Floorplan with the power grid:
Scale: 4 px per um. Pins as bars on the die edge.
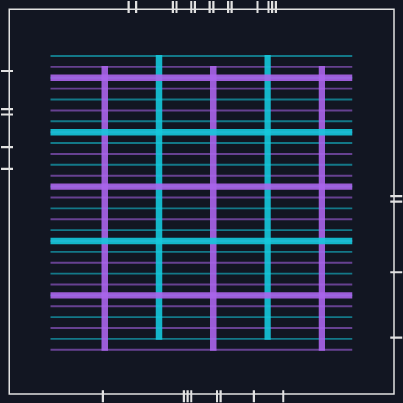
Routed clock nets over the placement:
Scale: 3 px per um.
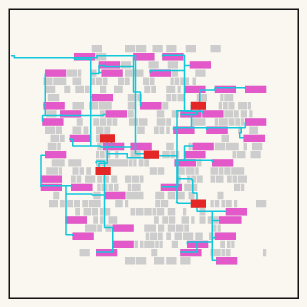
$ cat src/rtl/wmem_pkg.sv
// Shared constants and FSM state type for the weight memory bank and its read sequencer.
package wmem_pkg;

  localparam int N_INPUTS         = 784;
  localparam int N_COLS           = 10;
  localparam int ADDR_W           = 10;
  localparam int LOAD_ADDR_LENGTH = 9;

  typedef enum logic [2:0] {
    IDLE,
    LOAD,
    RUN,
    DRAIN,
    DONE
  } state_t;

endpackage

$ cat src/rtl/strobe_delay.sv
// Fixed-depth shift register aligning issue strobes with weight memory read latency.
module strobe_delay #(
  parameter int DEPTH = 1,
  parameter int W     = 3
) (
  input  logic         clk,
  input  logic         clr_n,
  input  logic [W-1:0] d,
  output logic [W-1:0] q
);

  logic [W-1:0] sr [DEPTH];

  always_ff @(posedge clk) begin
    if (!clr_n) begin
      for (int unsigned i = 0; i < DEPTH; i++) sr[i] <= '0;
    end else begin
      sr[0] <= d;
      for (int unsigned i = 1; i < DEPTH; i++) sr[i] <= sr[i-1];
    end
  end

  assign q = sr[DEPTH-1];

endmodule

$ cat src/rtl/weight_read_sequencer.sv
// Sequences load phase and paired even/odd read sweeps of the weight memory bank,
// emitting latency-aligned valid/first/last strobes for the MAC array.
module weight_read_sequencer #(
  parameter int N_INPUTS    = wmem_pkg::N_INPUTS,
  parameter int ADDR_W      = wmem_pkg::ADDR_W,
  parameter int RD_LAT      = 1,
  parameter int LOAD_CYCLES = 1 << wmem_pkg::LOAD_ADDR_LENGTH
) (
  input  logic              clk,
  input  logic              rst,
  input  logic              start,
  input  logic              reload,
  input  logic              hold,
  output logic              load,
  output logic [ADDR_W-1:0] addr1,
  output logic [ADDR_W-1:0] addr2,
  output logic              rd_valid,
  output logic              rd_first,
  output logic              rd_last,
  output logic              busy,
  output logic              done
);

  import wmem_pkg::*;

  localparam int KW  = $clog2(N_INPUTS / 2);
  localparam int LCW = (LOAD_CYCLES > 1) ? $clog2(LOAD_CYCLES) : 1;
  localparam logic [KW-1:0]  K_LAST  = KW'(N_INPUTS / 2 - 1);
  localparam logic [LCW-1:0] LC_LAST = LCW'(LOAD_CYCLES - 1);
  localparam logic [1:0]     DC_LAST = 2'(RD_LAT - 1);

  if ((N_INPUTS % 2) != 0 || N_INPUTS < 4) begin : g_bad_n
    $error("weight_read_sequencer: N_INPUTS must be even and >= 4");
  end
  if (RD_LAT < 1 || RD_LAT > 4) begin : g_bad_lat
    $error("weight_read_sequencer: RD_LAT must be in 1..4");
  end

  state_t         state, state_nx;
  logic [KW-1:0]  k;
  logic [LCW-1:0] lc;
  logic [1:0]     dc;
  logic           loaded, reload_pend;
  logic           issue, load_done, drain_done;
  logic [2:0]     strobe_in, strobe_out;

  always_ff @(posedge clk) begin
    if (!rst) state <= IDLE;
    else      state <= state_nx;
  end

  always_comb begin
    state_nx   = state;
    load       = 1'b0;
    busy       = 1'b1;
    done       = 1'b0;
    issue      = 1'b0;
    load_done  = 1'b0;
    drain_done = 1'b0;
    case (state)
      IDLE: begin
        busy = 1'b0;
        if (start) state_nx = (!loaded || reload_pend) ? LOAD : RUN;
      end
      LOAD: begin
        load = 1'b1;
        if (lc == LC_LAST) begin
          load_done = 1'b1;
          state_nx  = RUN;
        end
      end
      RUN: begin
        issue = !hold;
        if (issue && k == K_LAST) state_nx = DRAIN;
      end
      DRAIN: begin
        if (dc == DC_LAST) begin
          drain_done = 1'b1;
          state_nx   = DONE;
        end
      end
      DONE: begin
        done     = 1'b1;
        state_nx = IDLE;
      end
      default: state_nx = IDLE;
    endcase
  end

  // addr2 reads 0 straight out of reset and is set to 1 when a pass starts;
  // addresses return to (0,1) on entry to DONE so DONE already shows them.
  always_ff @(posedge clk) begin
    if (!rst) begin
      k           <= '0;
      lc          <= '0;
      dc          <= '0;
      addr1       <= '0;
      addr2       <= '0;
      loaded      <= 1'b0;
      reload_pend <= 1'b0;
    end else begin
      if (reload)         reload_pend <= 1'b1;
      else if (load_done) reload_pend <= 1'b0;
      if (load_done) loaded <= 1'b1;
      case (state)
        IDLE: begin
          if (start) begin
            k     <= '0;
            lc    <= '0;
            addr1 <= '0;
            addr2 <= ADDR_W'(1);
          end
        end
        LOAD: begin
          if (!load_done) lc <= lc + 1'b1;
        end
        RUN: begin
          if (issue) begin
            if (k == K_LAST) begin
              dc <= '0;
            end else begin
              k     <= k + 1'b1;
              addr1 <= addr1 + ADDR_W'(2);
              addr2 <= addr2 + ADDR_W'(2);
            end
          end
        end
        DRAIN: begin
          if (drain_done) begin
            k     <= '0;
            addr1 <= '0;
            addr2 <= ADDR_W'(1);
          end else begin
            dc <= dc + 1'b1;
          end
        end
        default: ;
      endcase
    end
  end

  assign strobe_in = {issue, issue && (k == '0), issue && (k == K_LAST)};

  strobe_delay #(
    .DEPTH (RD_LAT),
    .W     (3)
  ) u_strobe (
    .clk   (clk),
    .clr_n (rst),
    .d     (strobe_in),
    .q     (strobe_out)
  );

  assign {rd_valid, rd_first, rd_last} = strobe_out;

endmodule
$ cat config.mk
export PLATFORM = sky130hd
export DESIGN_NAME = weight_read_sequencer
export DESIGN_NICKNAME = d
export VERILOG_FILES = /design/src/rtl/wmem_pkg.sv /design/src/rtl/strobe_delay.sv /design/src/rtl/weight_read_sequencer.sv
export SDC_FILE = /design/constraint.sdc
export NUM_CORES = 1
export LEC_CHECK = 0
export ABC_AREA = 0
export CAP_MARGIN = 5
export CORE_MARGIN = 10
export CORE_UTILIZATION = 40
export CTS_CLUSTER_SIZE = 14
export DETAILED_ROUTE_END_ITERATION = 10
export HOLD_SLACK_MARGIN = 0.03
export SKIP_LAST_GASP = 1
export SYNTH_ARGS = -nofsm -noshare
export SYNTH_HDL_FRONTEND = slang
export SYNTH_SLANG_ARGS = --single-unit
$ cat constraint.sdc
create_clock -name clk -period 2.25 [get_ports clk]
set_input_delay 0.45 -clock clk [delete_from_list [all_inputs] [get_ports clk]]
set_output_delay 0.45 -clock clk [all_outputs]
set_load 0.005 [all_outputs]
==> Implementation_results.wiki <==
== Flow metrics ==
{| class="wikitable"
! Metric !! Value
|-
| Result of the run || finished clean
|-
| Worst supply voltage drop on vdd || 0.371 mV
|-
| Clkbuf count || 6
|-
| Total routed wire length on the met1 layer || about 2500 um
|-
| Critical Path Source || state[0]
|-
| Diodes inserted || 0
|-
| Async SR Flop Fraction || 0
|-
| Non-filler cells, final || 379
|-
| Achievable clock frequency || 485 MHz
|-
| NonClk Buf Share || 0.144
|-
| Sw Share || 0.304
|-
| Standard cell core area || between 5000 and 6000 sq um
|-
| Net count of the mapped netlist || 281
|-
| Met3 wire length || 250 um
|-
| Signal arrival time at the worst endpoint || approximately 1600 ps
|-
| Register-to-register path setup slack || 250 ps
|-
| Die outline area || 9180 sq um
|-
| Critical path start-end classification || flop to primary output
|-
| Depth of the worst register-to-register path || 5
|-
| Commonest cells in the synthesized netlist || 47 x sky130_fd_sc_hd__dfxtp_1, 24 x sky130_fd_sc_hd__nor2_1, 21 x sky130_fd_sc_hd__o21ai_0
|-
| Proportion of cell area occupied by registers || 0.330
|-
| Number of multi-input combinational cells || 200
|-
| Reported max-cap violation count || 0
|-
| Cell type group with the largest total delay on the critical path || buffers and inverters
|-
| Cell area power density || 763 nW/um^2
|-
| Post-layout min period || 2060 ps
|-
| Portion of total power attributed to the clock network || 0.298
|-
| Count of TritonRoute iterations in the first routing pass || 4
|-
| Placement Setup Slack || -90.3 ps
|-
| I/O pin count || 31
|-
| Count of cell types in the netlist || 49
|-
| Sequential fraction of the synthesis area || 0.409
|-
| Logic cell area || 1270 sq um
|-
| Cells traversed along the worst timing path || buf_4, or3_1, clkdlybuf4s50_1
|-
| Via count normalized by instance count || 5.52
|-
| Net switching power || 0.000662 W
|-
| Leakage component of the power || 1.10 nW
|-
| Register area || 942 sq um
|-
| Area overhead of the layout relative to synthesis || 24.2%
|-
| Slowest Stage Delay on Critical Path || 450 ps
|-
| Total congestion overflow || 0
|-
| Most Used Layer, Global Route || met2
|-
| Number of warning messages in the logs || 28
|-
| Biggest combinational cell group after synthesis || simple AND/OR/NAND/NOR gates
|-
| Leading cell category by total area || combinational gates
|-
| Final net count || 318
|-
| Largest reg by FF count || addr2
|-
| Global-route wire length before repair || 8920 um
|-
| Post_cts resized || 0
|-
| Number of logic stages on the critical path including buffering || 3
|}
Back to the opening pictures, 'floorplan with the power grid':
Cyan marks VDD. Purple marks VSS.
5 straps on met4. 28 met1 rails follow the rows. The core has 27 rows. 31 signal pins sit on the boundary.

Back to the opening pictures, 'routed clock nets over the placement':
Red marks clock drivers, count 5. Cyan marks clock wires, length 616 um. Magenta marks flip-flops, count 47.
There are 6 routed clock nets.

Power is estimated from default activity; no workload was simulated.
